==> config.mk <==
export PLATFORM = sky130hd
export DESIGN_NAME = counter_sequence_monitor
export DESIGN_NICKNAME = d
export VERILOG_FILES = /design/src/rtl/counter_sequence_monitor.sv
export SDC_FILE = /design/constraint.sdc
export NUM_CORES = 1
export LEC_CHECK = 0
export CAP_MARGIN = 0
export CORE_ASPECT_RATIO = 1.1
export CORE_MARGIN = 2
export CORE_UTILIZATION = 45
export DETAILED_ROUTE_END_ITERATION = 7
export PLACE_DENSITY = 0.84
export SKIP_CTS_REPAIR_TIMING = 1
export SLEW_MARGIN = 20
export SYNTH_ARGS = -nofsm -noshare
export SYNTH_HDL_FRONTEND = slang
export SYNTH_SLANG_ARGS = --single-unit
==> constraint.sdc <==
create_clock -name Clock -period 3.3 [get_ports Clock]
set_input_delay 0.495 -clock Clock [delete_from_list [all_inputs] [get_ports Clock]]
set_output_delay 0.495 -clock Clock [all_outputs]
set_load 0.01 [all_outputs]
==> src/rtl/counter_sequence_monitor.sv <==
// counter_sequence_monitor: checks an upstream binary/Gray counter stream, decodes its position, reports lock, errors and wrap
// Optional macro SEGMENT_DISPLAY_EN builds the seven-segment decoder; without it Segments is held blank.
module counter_sequence_monitor #(
    parameter int LOCK_COUNT = 4
) (
    input  logic       Clock,
    input  logic       Reset,
    input  logic       Control,
    input  logic [2:0] Counter,
    input  logic       Flag,
    output logic [2:0] Binary,
    output logic [6:0] Segments,
    output logic       Locked,
    output logic       ErrorPulse,
    output logic [7:0] ErrorCount,
    output logic       Wrap
);
    localparam logic [1:0] IDLE = 2'd0, ACQUIRE = 2'd1, LOCKED = 2'd2;
    localparam logic [3:0] LAST = 4'(LOCK_COUNT - 1);
    logic [1:0] state;
    logic [3:0] acq_count;
    logic [2:0] prev_counter, prev_index, nxt_index, expected, next_binary;
    logic       prev_control, correct;
    // Successor of the previous sample in the mode it was produced under, and decode of the current sample
    always_comb begin
        prev_index  = prev_control ? {prev_counter[2], ^prev_counter[2:1], ^prev_counter} : prev_counter;
        nxt_index   = prev_index + 3'd1;
        expected    = prev_control ? nxt_index ^ (nxt_index >> 1) : nxt_index;
        correct     = (Counter == expected) && (Flag == ^Counter);
        next_binary = prev_control ? {Counter[2], ^Counter[2:1], ^Counter} : Counter;
    end
    assign Locked = state == LOCKED;
    // Sample history, decoded position and the IDLE/ACQUIRE/LOCKED tracker
    always_ff @(posedge Clock) begin
        if (Reset) begin
            state        <= IDLE;
            acq_count    <= 4'd0;
            prev_counter <= 3'd0;
            prev_control <= 1'b0;
            Binary       <= 3'd0;
            ErrorPulse   <= 1'b0;
            ErrorCount   <= 8'd0;
            Wrap         <= 1'b0;
        end else begin
            prev_counter <= Counter;
            prev_control <= Control;
            Binary       <= next_binary;
            ErrorPulse   <= 1'b0;
            Wrap         <= 1'b0;
            case (state)
                IDLE: state <= ACQUIRE;
                ACQUIRE: begin
                    if (!correct) acq_count <= 4'd0;
                    else if (acq_count == LAST) begin
                        state     <= LOCKED;
                        acq_count <= 4'd0;
                    end else acq_count <= acq_count + 4'd1;
                end
                LOCKED: begin
                    if (!correct) begin
                        ErrorPulse <= 1'b1;
                        ErrorCount <= ErrorCount + 8'(ErrorCount != 8'hff);
                        state      <= ACQUIRE;
                        acq_count  <= 4'd0;
                    end else Wrap <= expected == 3'd0;
                end
                default: state <= IDLE;
            endcase
        end
    end
`ifdef SEGMENT_DISPLAY_EN
    logic [6:0] seg_next;
    // Active-low {g,f,e,d,c,b,a} digit for the position being registered into Binary
    always_comb begin
        case (next_binary)
            3'd0:    seg_next = 7'b1000000;
            3'd1:    seg_next = 7'b1111001;
            3'd2:    seg_next = 7'b0100100;
            3'd3:    seg_next = 7'b0110000;
            3'd4:    seg_next = 7'b0011001;
            3'd5:    seg_next = 7'b0010010;
            3'd6:    seg_next = 7'b0000010;
            default: seg_next = 7'b1111000;
        endcase
    end
    // Segments tracks Binary in lockstep and blanks on reset
    always_ff @(posedge Clock) begin
        if (Reset) Segments <= 7'b1111111;
        else Segments <= seg_next;
    end
`else
    assign Segments = 7'b1111111;
`endif
endmodule
Run 1, signal wires on met2:
The bar under the picture is 20 um long.
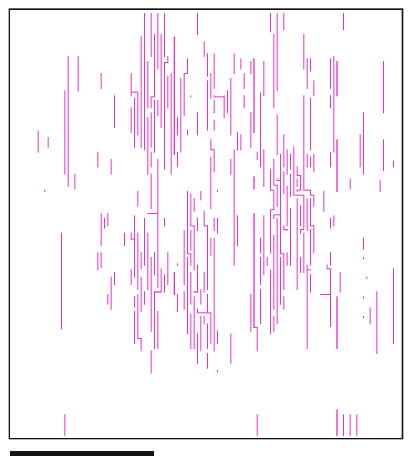
The wires run mostly vertical. The layer holds 49% of the routed length.
GR Util met2: 0.256
Detailed Route WL: 2320 um
via count: 1041

Run 1, signal wires by layer:
Only two layers are drawn.
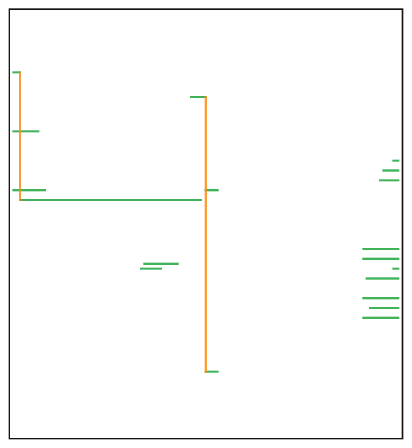
Key: M3 = green [wire length 80.0 um]; M4 = orange [wire length 55.8 um]
drt wl/cell: 11.8 um
GRT Util Overall: 0.159

Run 1, where the registers sit:
Other sequential cells in the stronger gray, the rest of the logic in the fainter gray.
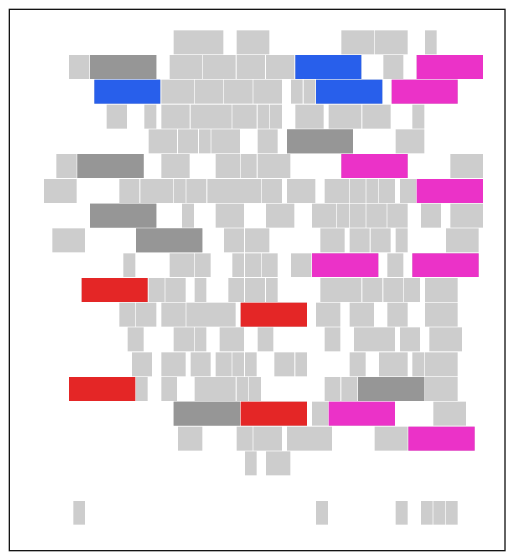
Key: `Binary` = blue [flops 3]; `acq_count` = red [flops 4]; `ErrorCount` = magenta [flops 8]
Another 7 sequential cells are not colored.

Run 1, placement view:
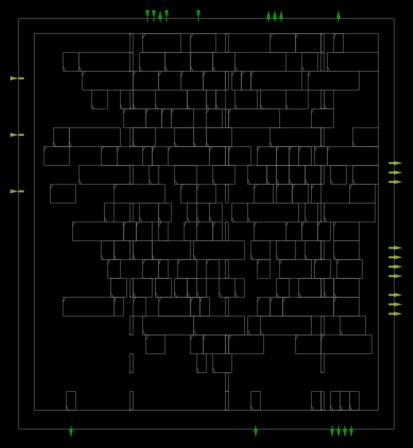
Finished Core Util: 0.540
Tap Cells: 33
core box area: 0.00270 mm^2
Filler cells: 253
fin cells: 197

==> results.toml, run 1 <==
# flow metrics
[layout]
largest_register_ffs = 8
mi_logic_area_um2 = 731
diodes = 0
drive_gt1_frac = 0.0549
ff_latch_area_um2 = 440
top_register = "ErrorCount"
clockNetworkAreaShare = 0.0249
final_nets = 176

[synthesis]
flop_cell = "dfxtp_1"
ys_cells = 148
area_leaders = "dfxtp_1, o21ai_0, xnor2_1"
logic_family = "simple AND/OR/NAND/NOR gates"
syn_area_mm2 = 0.00125
yosysChipArea_mm2 = 0.00125
ys_ff = 22
ys_top_cells_by_count = "dfxtp_1, nand2_1, o21ai_0"

[route]
antenna_left = 0
drtIter0Drc = 25
drc = 0

[floorplan]
initCoreUtil = 0.463
io_pins = 28

[placement]
gp_congestion = 0.778
placed_area_mm2 = 0.00142

[sta]
period_used_share = 0.846
worst_slack_ns = 0.508
fin_skew_ns = 0.00242
setup-tns-final_ns = 0

[worst_setup_path]
path_cells = "xor2_1 > nand2_1 > xnor2_1 > ha_1 > xor2_1 > nor2b_1 > o311a_1 > and2_4 > or3_1 > a21oi_1"
arrival_ns = 3.03
worstReg2RegEnd = "ErrorCount[3]"
crit_buf_inv = 0
timing.rr.start = "Binary[2]"

[grt]
grt_use_met1 = 0.195
grt_max_degree = 27
use_met3 = 0.0303

[worst_hold_path]
holdPathStages = 2

[outcome]
status = "finished, final reports clean"

[clock_network]
clock-root-buffer = "clkbuf_4"
clkLatencyLatePin_ns = 0.32
Run 1, wires at chosen ports, followed through buffers:
The bar under the picture is 20 um long.
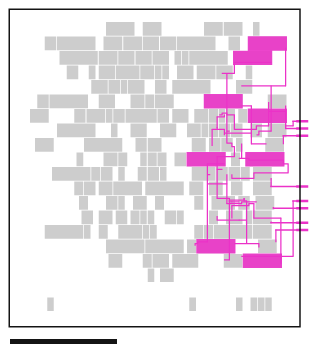

## Run 2: what changed since run 1
--- a/config.mk
+++ b/config.mk
@@ -8,9 +8,9 @@
 export CAP_MARGIN = 0
 export CORE_ASPECT_RATIO = 1.1
 export CORE_MARGIN = 2
-export CORE_UTILIZATION = 45
+export CORE_UTILIZATION = 44
 export DETAILED_ROUTE_END_ITERATION = 7
-export PLACE_DENSITY = 0.84
+export PLACE_DENSITY = 0.85
 export SKIP_CTS_REPAIR_TIMING = 1
 export SLEW_MARGIN = 20
 export SYNTH_ARGS = -nofsm -noshare
==> constraint.sdc (replaced) <==
create_clock -name Clock -period 2.3 [get_ports Clock]
set_input_delay 0.345 -clock Clock [delete_from_list [all_inputs] [get_ports Clock]]
set_output_delay 0.345 -clock Clock [all_outputs]
set_load 0.01 [all_outputs]
Run 2, wires at chosen ports, followed through buffers:
The bar under the picture is 20 um long.
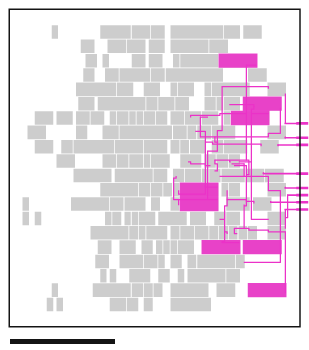
Key: `ErrorCount` = magenta [direction output, end cells 8, wire 332 um]

==> results.toml, run 2 <==
# flow metrics
[sta]
fmax_ghz = 0.393
final_hold_viol_count = 0
period_used_share = 1.11
setup_viol = 14
setup-tns-final_ns = -2.26
worst_slack_ns = -0.247
fin_skew_ns = 0.00273

[outcome]
violations = "setup timing"
status = "complete, but fails checks"

[layout]
diodes = 0
clockNetworkAreaShare = 0.0306
drive_gt1_frac = 0.229
num-fill-cells = 212
buffers = 34
mi_logic_area_um2 = 837
top_register = "ErrorCount"
largest_register_ffs = 8
ff_latch_area_um2 = 444
inverters = 3
area_delta_synth_final_pct = 37.1
fin_cells = 212
final_util = 0.629
final_nets = 191
reg_top3 = "ErrorCount (8), acq_count (4), Binary (3)"
mostFrequentLayoutCells = "clkdlybuf4s50_1, dfxtp_1, nand2_1, buf_4, nor2b_1"
largestClassByArea = "multi-input combinational cells"

[worst_setup_path]
crit_buf_inv = 0
path_class = "reg2reg"
cp.required_ns = 2.55
arrival_ns = 2.80
ff2ff_setup_slack_ns = -0.25
timing.rr.start = "prev_counter[1]"
path_cells = "xor2_2 > nand2_1 > xnor2_2 > ha_4 > xor2_4 > nor2b_1 > o311a_1 > and2_4 > or3_1 > a21oi_1"
critPathCapture = "ErrorCount[6]"
worstReg2RegEnd = "ErrorCount[6]"

[synthesis]
ys_seq_share = 0.352
syn_avg_cell_area_um2 = 8.45
ys_cells = 148
yosysChipArea_mm2 = 0.00125
area_leaders = "dfxtp_1, o21ai_0, xnor2_1"
flop_cell = "dfxtp_1"
synth_warnings = 0
edf_count = 0
ys_ff = 22
syn_area_mm2 = 0.00125
logic_family = "simple AND/OR/NAND/NOR gates"
aoi_share = 0.126
ys_top_cells_by_count = "dfxtp_1, nand2_1, o21ai_0"
top_area_frac = 0.352

[grt]
grt_use_met1 = 0.226
use_met3 = 0.0225
grt_max_degree = 19
globalRouteOverflowTotal = 0
grtUsageMet2 = 0.298

[power]
top_power_group = "sequential cells"
power_frac_seq = 0.444
p_leak_nw = 0.636
sw_frac_of_total = 0.255

[route]
vias = 1183
antenna_left = 0
wl_per_cell_um = 14.3
drc = 0
drtIter0Drc = 48

[clock_network]
clkTransAtPathRegs_ns = 0.13
clkSinkCount = 22
clkLatencyLatePin_ns = 0.32
clock-root-buffer = "clkbuf_4"

[placement]
preCtsSetupSlack_ns = -0.212
gp_congestion = 0.788
placed_area_mm2 = 0.00154

[floorplan]
io_pins = 28
core_mm2 = 0.00273
tap_cells = 33
initCoreUtil = 0.459
chipArea_mm2 = 0.00329

[worst_hold_path]
min_from = "ErrorCount[6]"
holdPathStages = 2
Run 2, signal wires by layer:
Only two layers are drawn.
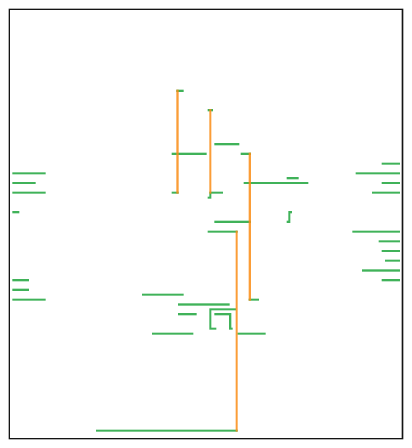
GRT Util Overall: 0.177
Detailed Route WL: 3030 um

## Run 3: what changed since run 2
--- a/config.mk
+++ b/config.mk
@@ -5,7 +5,7 @@
 export SDC_FILE = /design/constraint.sdc
 export NUM_CORES = 1
 export LEC_CHECK = 0
-export CAP_MARGIN = 0
+export CAP_MARGIN = 20
 export CORE_ASPECT_RATIO = 1.1
 export CORE_MARGIN = 2
 export CORE_UTILIZATION = 44
Run 3, wires at chosen ports, followed through buffers:
The bar under the picture is 20 um long.
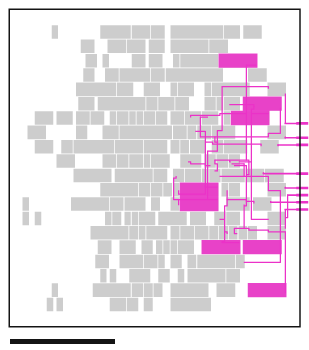
I/O Pins: 28
PortBufs: 20

==> results.toml, run 3 <==
# flow metrics
[outcome]
status = "complete, but fails checks"
violations = "setup timing"

[synthesis]
ys_top_cells_by_count = "dfxtp_1, nand2_1, o21ai_0"
logic_family = "simple AND/OR/NAND/NOR gates"
synth_warnings = 0
aoi_share = 0.126
syn_avg_cell_area_um2 = 8.45
top_area_cell = "dfxtp_1"
area_leaders = "dfxtp_1, o21ai_0, xnor2_1"
yosysChipArea_mm2 = 0.00125
ys_ff = 22
ys_cells = 148
top_area_frac = 0.352
flop_cell = "dfxtp_1"
syn_area_mm2 = 0.00125
ys_sh_simple = 0.274
ys_seq_share = 0.352
edf_count = 0

[floorplan]
chipArea_mm2 = 0.00329
core_mm2 = 0.00273
initCoreUtil = 0.459
tap_cells = 33

[layout]
largest_register_ffs = 8
diodes = 0
top_register = "ErrorCount"
drive_gt1_frac = 0.229
mostFrequentLayoutCells = "clkdlybuf4s50_1, dfxtp_1, nand2_1, buf_4, nor2b_1"
area_delta_synth_final_pct = 37.1
mi_logic_area_um2 = 837
largestClassByArea = "multi-input combinational cells"
final_nets = 191
inverters = 3
buffers = 34
fin_cells = 212
reg_top3 = "ErrorCount (8), acq_count (4), Binary (3)"
final_util = 0.629
clockNetworkAreaShare = 0.0306
ff_latch_area_um2 = 444

[grt]
grt_use_met1 = 0.226
grt_pass1_vias = 983
use_met3 = 0.0225
globalRouteOverflowTotal = 0
grt_max_degree = 19
grtUsageMet2 = 0.298
grtUsageTotal = 0.177
grt_first_pass_wirelength_um = 4260

[power]
pg_clk_mw = 0.302
top_power_group = "sequential cells"
power_frac_seq = 0.444
p_leak_nw = 0.636
powerComb_mw = 0.198
power.density_mw_per_mm2 = 524
sw_frac_of_total = 0.255

[clock_network]
clkTransAtPathRegs_ns = 0.13
clock-root-buffer = "clkbuf_4"
clkSinkCount = 22
clkLatencyLatePin_ns = 0.32

[route]
drtIter0Drc = 48
drc = 0
antenna_left = 0
finalWirelength_um = 3030

[sta]
setup_viol = 14
fin_skew_ns = 0.00273
setup-tns-final_ns = -2.26
period_needed_ns = 2.55
worst_slack_ns = -0.247
period_used_share = 1.11
final_hold_viol_count = 0
hold_ws_ns = 0.523
fmax_ghz = 0.393

[worst_setup_path]
arrival_ns = 2.80
ff2ff_setup_slack_ns = -0.25
crit_buf_inv = 0
path_class = "reg2reg"
worstReg2RegEnd = "ErrorCount[6]"
critPathCapture = "ErrorCount[6]"
path_cells = "xor2_2 > nand2_1 > xnor2_2 > ha_4 > xor2_4 > nor2b_1 > o311a_1 > and2_4 > or3_1 > a21oi_1"
timing.rr.start = "prev_counter[1]"
cp.required_ns = 2.55

[worst_hold_path]
holdPathStages = 2
min_from = "ErrorCount[6]"

[placement]
placed_area_mm2 = 0.00154
gp_congestion = 0.788
preCtsSetupSlack_ns = -0.212
Run 3, signal wires by layer:
Only two layers are drawn.
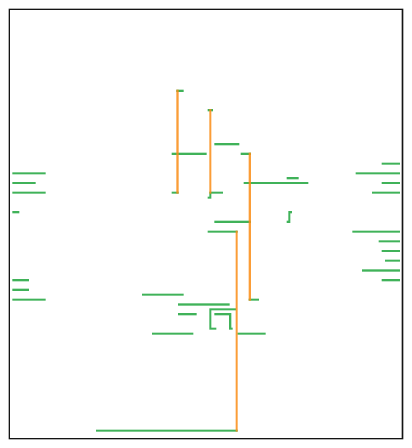
drt wl/cell: 14.3 um
via count: 1183

